**config.mk**
```make
export PLATFORM = sky130hd
export DESIGN_NAME = lr_shift_arbiter_flat
export DESIGN_NICKNAME = d
export VERILOG_FILES = /design/src/rtl/lr_shift_arbiter_pkg.sv /design/src/rtl/lr_shift_arbiter_if.sv /design/src/rtl/lr_shift_arbiter_rr.sv /design/src/rtl/lr_shift_arbiter_shifter.sv /design/src/rtl/lr_shift_arbiter.sv /design/src/flat_wrapper.sv
export SDC_FILE = /design/constraint.sdc
export NUM_CORES = 1
export LEC_CHECK = 0
export CAP_MARGIN = 20
export CORE_MARGIN = 4
export CORE_UTILIZATION = 33
export CTS_BUF_LIST = sky130_fd_sc_hd__clkbuf_8
export DETAILED_ROUTE_END_ITERATION = 10
export PLACE_DENSITY_LB_ADDON = 0.12
export RECOVER_POWER = 100
export SYNTH_ARGS = -nofsm -noshare
export SYNTH_HDL_FRONTEND = slang
export SYNTH_HIERARCHICAL = 1
export SYNTH_SLANG_ARGS = --single-unit
```
**constraint.sdc**
```tcl
create_clock -name clk -period 2.9 [get_ports clk]
set_clock_uncertainty 0.2 [all_clocks]
set_input_delay 0.435 -clock clk [delete_from_list [all_inputs] [get_ports clk]]
set_output_delay 0.435 -clock clk [all_outputs]
set_load 0.01 [all_outputs]
```
**src/rtl/lr_shift_arbiter_pkg.sv**
```systemverilog
// Shared types and helpers for the time-shared left/right shifter.
package lr_shift_arbiter_pkg;

  typedef enum logic {
    SHIFT_LEFT  = 1'b0,
    SHIFT_RIGHT = 1'b1
  } shift_dir_e;

  localparam int unsigned DIR_W = 1;
  localparam int unsigned SRC_W = 1;
  localparam int unsigned NUM_REQ = 2;

  // Ceiling log2, for sizing shift-amount fields.
  function automatic int unsigned clog2(input int unsigned v);
    int unsigned r;
    r = 0;
    for (int unsigned i = 0; i < 32; i++) begin
      if ((32'd1 << i) < v) r = i + 1;
    end
    return r;
  endfunction

  // Width of the shift-amount field for a given data width.
  function automatic int unsigned shift_w(input int unsigned width);
    return clog2(width);
  endfunction

endpackage

```
**src/rtl/lr_shift_arbiter_if.sv**
```systemverilog
// Request channels, output channel and grant counters of lr_shift_arbiter.
interface lr_shift_arbiter_if
  import lr_shift_arbiter_pkg::*;
#(
  parameter int unsigned width    = 8,
  parameter int unsigned cntWidth = 16
) ();

  localparam int unsigned shw = shift_w(width);

  logic                req0Valid;
  logic                req0Ready;
  logic [width-1:0]    req0Bits;
  logic [shw-1:0]      req0Shift;
  logic [DIR_W-1:0]    req0Dir;

  logic                req1Valid;
  logic                req1Ready;
  logic [width-1:0]    req1Bits;
  logic [shw-1:0]      req1Shift;
  logic [DIR_W-1:0]    req1Dir;

  logic                oValid;
  logic                oReady;
  logic [width-1:0]    oBits;
  logic [SRC_W-1:0]    oSrc;

  logic [cntWidth-1:0] grantCnt0;
  logic [cntWidth-1:0] grantCnt1;

  // Environment side: drives requests and output ready.
  modport master (
    output req0Valid, req0Bits, req0Shift, req0Dir,
    output req1Valid, req1Bits, req1Shift, req1Dir,
    output oReady,
    input  req0Ready, req1Ready,
    input  oValid, oBits, oSrc, grantCnt0, grantCnt1
  );

  // Arbiter side.
  modport slave (
    input  req0Valid, req0Bits, req0Shift, req0Dir,
    input  req1Valid, req1Bits, req1Shift, req1Dir,
    input  oReady,
    output req0Ready, req1Ready,
    output oValid, oBits, oSrc, grantCnt0, grantCnt1
  );

endinterface

```
**src/rtl/lr_shift_arbiter_rr.sv**
```systemverilog
// Two-way round-robin arbiter: combinational grant plus the priority register.
module rr_arbiter2 (
  input  logic       clk,
  input  logic       rst,
  input  logic [1:0] valid,
  input  logic       enable,
  output logic [1:0] ready,
  output logic       grant,
  output logic       prio
);

  // Lone requester wins; on contention the favoured one wins.
  always_comb begin
    grant = 1'b0;
    unique case (valid)
      2'b01:   grant = 1'b0;
      2'b10:   grant = 1'b1;
      2'b11:   grant = prio;
      default: grant = 1'b0;
    endcase
    ready    = '0;
    ready[0] = enable && valid[0] && (grant == 1'b0);
    ready[1] = enable && valid[1] && (grant == 1'b1);
  end

  // Favour the other requester after every accept; withdrawals leave prio alone.
  always_ff @(posedge clk) begin
    if (rst)         prio <= 1'b0;
    else if (|ready) prio <= ~grant;
  end

endmodule

```
**src/rtl/lr_shift_arbiter_shifter.sv**
```systemverilog
// Combinational logical left/right shifter, zero-filling in both directions.
module lr_shift_arbiter_shifter
  import lr_shift_arbiter_pkg::*;
#(
  parameter int unsigned width = 8
) (
  input  logic [width-1:0]         bits,
  input  logic [shift_w(width)-1:0] shift,
  input  shift_dir_e               dir,
  output logic [width-1:0]         result
);

  // Select shift direction.
  always_comb begin
    result = '0;
    if (dir == SHIFT_RIGHT) result = bits >> shift;
    else                    result = bits << shift;
  end

endmodule

```
**src/rtl/lr_shift_arbiter.sv**
```systemverilog
// Time-shares one left/right shifter between two requesters with a
// single-entry registered output stage and per-requester grant counters.
module lr_shift_arbiter
  import lr_shift_arbiter_pkg::*;
#(
  parameter int unsigned width    = 8,
  parameter int unsigned cntWidth = 16
) (
  input  logic              clk,
  input  logic              rst,
  lr_shift_arbiter_if.slave bus
);

  localparam int unsigned shw = shift_w(width);

  logic                o_valid;
  logic [width-1:0]    o_bits;
  logic                o_src;
  logic [cntWidth-1:0] cnt0;
  logic [cntWidth-1:0] cnt1;

  logic                can_accept;
  logic                enable;
  logic [1:0]          ready;
  logic                grant;
  logic                prio;
  logic [width-1:0]    sel_bits;
  logic [shw-1:0]      sel_shift;
  shift_dir_e          sel_dir;
  logic [width-1:0]    shifted;

  // Reset gates the readies so nothing is acknowledged while it is asserted.
  always_comb begin
    can_accept = !o_valid || bus.oReady;
    enable     = can_accept && !rst;
  end

  rr_arbiter2 u_arb (
    .clk    (clk),
    .rst    (rst),
    .valid  ({bus.req1Valid, bus.req0Valid}),
    .enable (enable),
    .ready  (ready),
    .grant  (grant),
    .prio   (prio)
  );

  // Steer the granted request into the shared shifter.
  always_comb begin
    sel_bits  = grant ? bus.req1Bits  : bus.req0Bits;
    sel_shift = grant ? bus.req1Shift : bus.req0Shift;
    sel_dir   = shift_dir_e'(grant ? bus.req1Dir : bus.req0Dir);
  end

  lr_shift_arbiter_shifter #(.width(width)) u_shift (
    .bits   (sel_bits),
    .shift  (sel_shift),
    .dir    (sel_dir),
    .result (shifted)
  );

  // Output stage: load on accept (replacing a draining entry), else clear on drain.
  always_ff @(posedge clk) begin
    if (rst) begin
      o_valid <= 1'b0;
      o_bits  <= '0;
      o_src   <= 1'b0;
    end else if (|ready) begin
      o_valid <= 1'b1;
      o_bits  <= shifted;
      o_src   <= grant;
    end else if (bus.oReady) begin
      o_valid <= 1'b0;
    end
  end

  // Saturating per-requester accept counters.
  always_ff @(posedge clk) begin
    if (rst) begin
      cnt0 <= '0;
      cnt1 <= '0;
    end else begin
      if (ready[0] && (cnt0 != '1)) cnt0 <= cnt0 + cntWidth'(1);
      if (ready[1] && (cnt1 != '1)) cnt1 <= cnt1 + cntWidth'(1);
    end
  end

  assign bus.req0Ready = ready[0];
  assign bus.req1Ready = ready[1];
  assign bus.oValid    = o_valid;
  assign bus.oBits     = o_bits;
  assign bus.oSrc      = o_src;
  assign bus.grantCnt0 = cnt0;
  assign bus.grantCnt1 = cnt1;

endmodule

```
**src/flat_wrapper.sv**
```systemverilog
// flat-port wrapper written by rule: the top's interface ports become plain ports
module lr_shift_arbiter_flat import lr_shift_arbiter_pkg::*;
#(
  parameter int unsigned width    = 8,
  parameter int unsigned cntWidth = 16
)
  (clk, rst, bus_req0Valid, bus_req0Bits, bus_req0Shift, bus_req0Dir, bus_req1Valid, bus_req1Bits, bus_req1Shift, bus_req1Dir, bus_oReady, bus_req0Ready, bus_req1Ready, bus_oValid, bus_oBits, bus_oSrc, bus_grantCnt0, bus_grantCnt1);
  lr_shift_arbiter_if #(.width(width), .cntWidth(cntWidth)) bus_i ();
  input  logic clk;
  input  logic rst;
  input wire logic [$bits(bus_i.req0Valid)-1:0] bus_req0Valid;
  input wire logic [$bits(bus_i.req0Bits)-1:0] bus_req0Bits;
  input wire logic [$bits(bus_i.req0Shift)-1:0] bus_req0Shift;
  input wire logic [$bits(bus_i.req0Dir)-1:0] bus_req0Dir;
  input wire logic [$bits(bus_i.req1Valid)-1:0] bus_req1Valid;
  input wire logic [$bits(bus_i.req1Bits)-1:0] bus_req1Bits;
  input wire logic [$bits(bus_i.req1Shift)-1:0] bus_req1Shift;
  input wire logic [$bits(bus_i.req1Dir)-1:0] bus_req1Dir;
  input wire logic [$bits(bus_i.oReady)-1:0] bus_oReady;
  output wire logic [$bits(bus_i.req0Ready)-1:0] bus_req0Ready;
  output wire logic [$bits(bus_i.req1Ready)-1:0] bus_req1Ready;
  output wire logic [$bits(bus_i.oValid)-1:0] bus_oValid;
  output wire logic [$bits(bus_i.oBits)-1:0] bus_oBits;
  output wire logic [$bits(bus_i.oSrc)-1:0] bus_oSrc;
  output wire logic [$bits(bus_i.grantCnt0)-1:0] bus_grantCnt0;
  output wire logic [$bits(bus_i.grantCnt1)-1:0] bus_grantCnt1;
  assign bus_i.req0Valid = bus_req0Valid;
  assign bus_i.req0Bits = bus_req0Bits;
  assign bus_i.req0Shift = bus_req0Shift;
  assign bus_i.req0Dir = bus_req0Dir;
  assign bus_i.req1Valid = bus_req1Valid;
  assign bus_i.req1Bits = bus_req1Bits;
  assign bus_i.req1Shift = bus_req1Shift;
  assign bus_i.req1Dir = bus_req1Dir;
  assign bus_i.oReady = bus_oReady;
  assign bus_req0Ready = bus_i.req0Ready;
  assign bus_req1Ready = bus_i.req1Ready;
  assign bus_oValid = bus_i.oValid;
  assign bus_oBits = bus_i.oBits;
  assign bus_oSrc = bus_i.oSrc;
  assign bus_grantCnt0 = bus_i.grantCnt0;
  assign bus_grantCnt1 = bus_i.grantCnt1;
  lr_shift_arbiter #(.width(width), .cntWidth(cntWidth)) u_core (.clk(clk), .rst(rst), .bus(bus_i));
endmodule
```
==> summary.log <==
qor: final_layout.final_core_util 0.4859
qor: final_layout.final_cells 530
qor: drt.vias_per_cell 5.377
qor: worst_setup_path.worstSetupPathDepth 6
qor: drt.count_of_antenna_violating_nets_left_after_detailed_routing 0
qor: drt.route.layer.met1.wl 3.888 mm
qor: worst_setup_path.timing.setup.critical_path_class primary input to output pin
qor: power.clock_power_share 0.267
qor: timing.worstMarginPinSlew 0.7995 ns
qor: global_routing.grt_first_pass_wirelength 13.50 mm
qor: power.share_seq_of_total_power 0.471
qor: outcome.status finished clean
qor: logic_synthesis.ys_dominant_reg_cell dfxtp_1
qor: drt.route.top_layer_used met4
qor: power.intPower 946.9 uW
qor: timing.slew_headroom 0.4621
qor: clock_tree.clockBufferDepth 2
qor: worst_setup_path.worstPathArrival 2.17 ns
qor: power.combPwrFrac 0.262
qor: logic_synthesis.post_synth_inst_count 334
qor: timing.post-route-worst-setup-slack 0.09421 ns
qor: power.irDropWorstVdd 0.0001949 V
qor: drt.drc 0
qor: power.seq-power 615 uW
qor: drt.drt_wl_total 8.076 mm
==> Yosys cell counts, types with 3 or more instances <==
cell type / count / area (um2)
a211oi_1: 4 / 30.03
a21oi_1: 37 / 185.2
and2_1: 3 / 18.77
and3_1: 5 / 31.28
and4_1: 4 / 35.03
buf_2: 5 / 25.02
buf_4: 3 / 22.52
clkbuf_1: 8 / 30.03
dfxtp_1: 43 / 860.8
inv_1: 8 / 30.03
mux2_2: 18 / 202.7
mux2i_1: 10 / 100.1
nand2_1: 38 / 142.6
nand2b_1: 6 / 37.54
nand3_1: 12 / 60.06
nand4_1: 10 / 62.56
nor2_1: 21 / 78.83
nor2b_1: 9 / 56.30
nor3_1: 14 / 70.07
nor4_1: 4 / 25.02
o21ai_0: 6 / 30.03
o311ai_0: 3 / 26.28
o31ai_1: 8 / 60.06
o41ai_1: 4 / 35.03
or3_1: 4 / 25.02
or4_1: 7 / 52.55
==> registers in the layout (all words and copies together), names as in the netlist <==
register / flops
u_core/bus.oBits: 8
u_core/bus.grantCnt1: 16
u_core/bus.grantCnt0: 16
u_core/bus.oSrc: 1
u_core/bus.oValid: 1
u_core/u_arb/prio: 1
==> layer usage <==
metal / vias to the layer above / global-route usage
li1: 1440 / -
met1: 1338 / 0.2227
met2: 64 / 0.2650
met3: 8 / 0.03751
met4: 0 / 0.04097
met5: - / 0
==> final cells by class <==
cell class	instances	area (um2)	share of cell area
inverter	8	30.03	0.007835
multi-input combinational	263	1747	0.4558
clock inverter	1	3.754	0.0009794
sequential	43	860.8	0.2246
clock buffer	5	68.82	0.01796
tap	102	127.6	0.03330
timing repair buffer	108	994.7	0.2595
Where the registers sit:
Bar = 20 um.
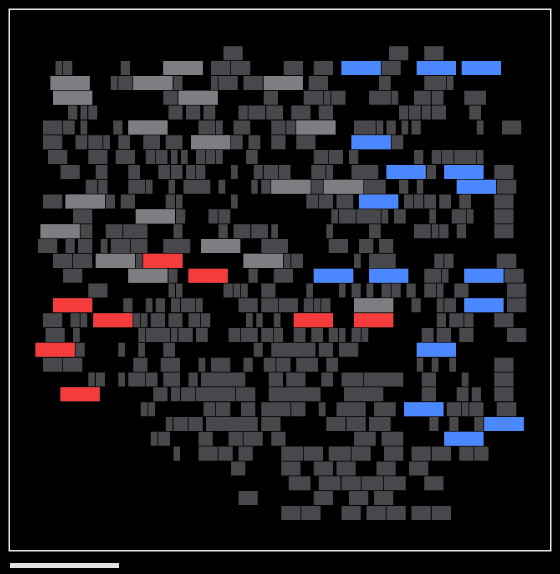
Red stands for u_core/bus.oBits, sequential cells 8. Blue stands for u_core/bus.grantCnt0, sequential cells 16.

Cell classes on the final placement:
Fill, decap, tap and diode cells in grey.
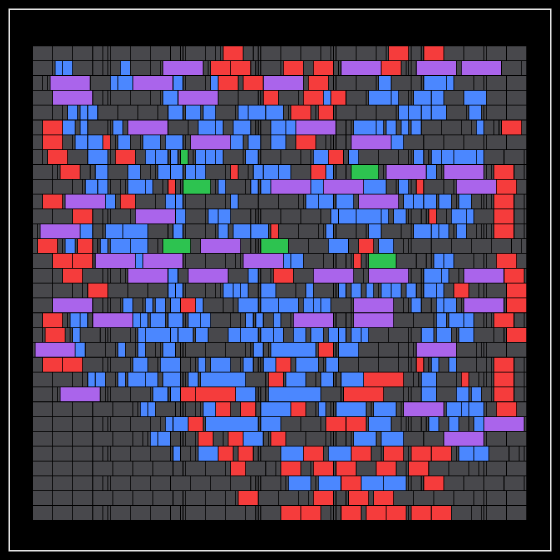
Blue stands for all other logic, cells 271, share of their area 48%. Red stands for other buffers and delay cells, cells 108, share of their area 27%. Green stands for clock drivers and dummy loads, cells 6, share of their area 2.0%. Purple stands for flops, cells 43, share of their area 23%.
sequential fraction of total cell area: 0.2246
number of standard-cell rows in the floorplan: 32

Clock routing:
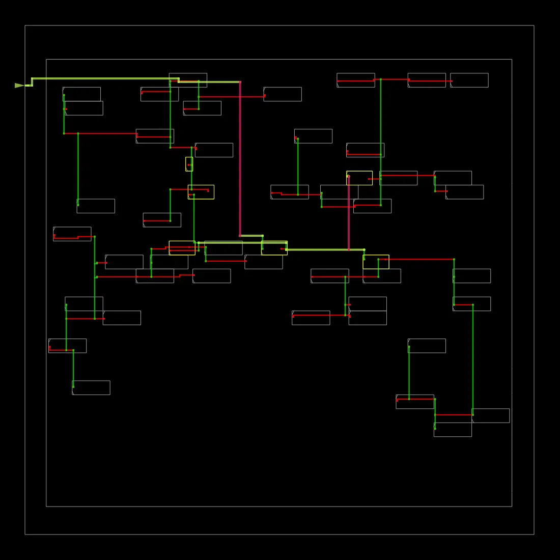
number of clock-tree buffers in the layout: 5
Insertion Delay late pin: 0.29 ns
Flop Count: 43

Clock distribution:
Bar = 20 um.
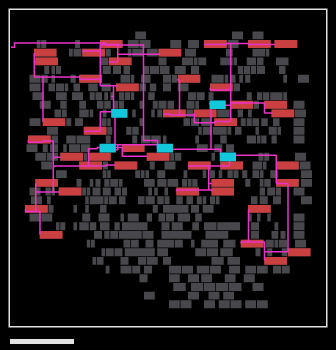
Cyan stands for cells driving clock nets, count 5. Magenta stands for clock wires, length 600 um. Red stands for flip-flops, count 43.
There are 6 routed clock nets.

No activity file was given, so power comes from the tool's default toggle rates.
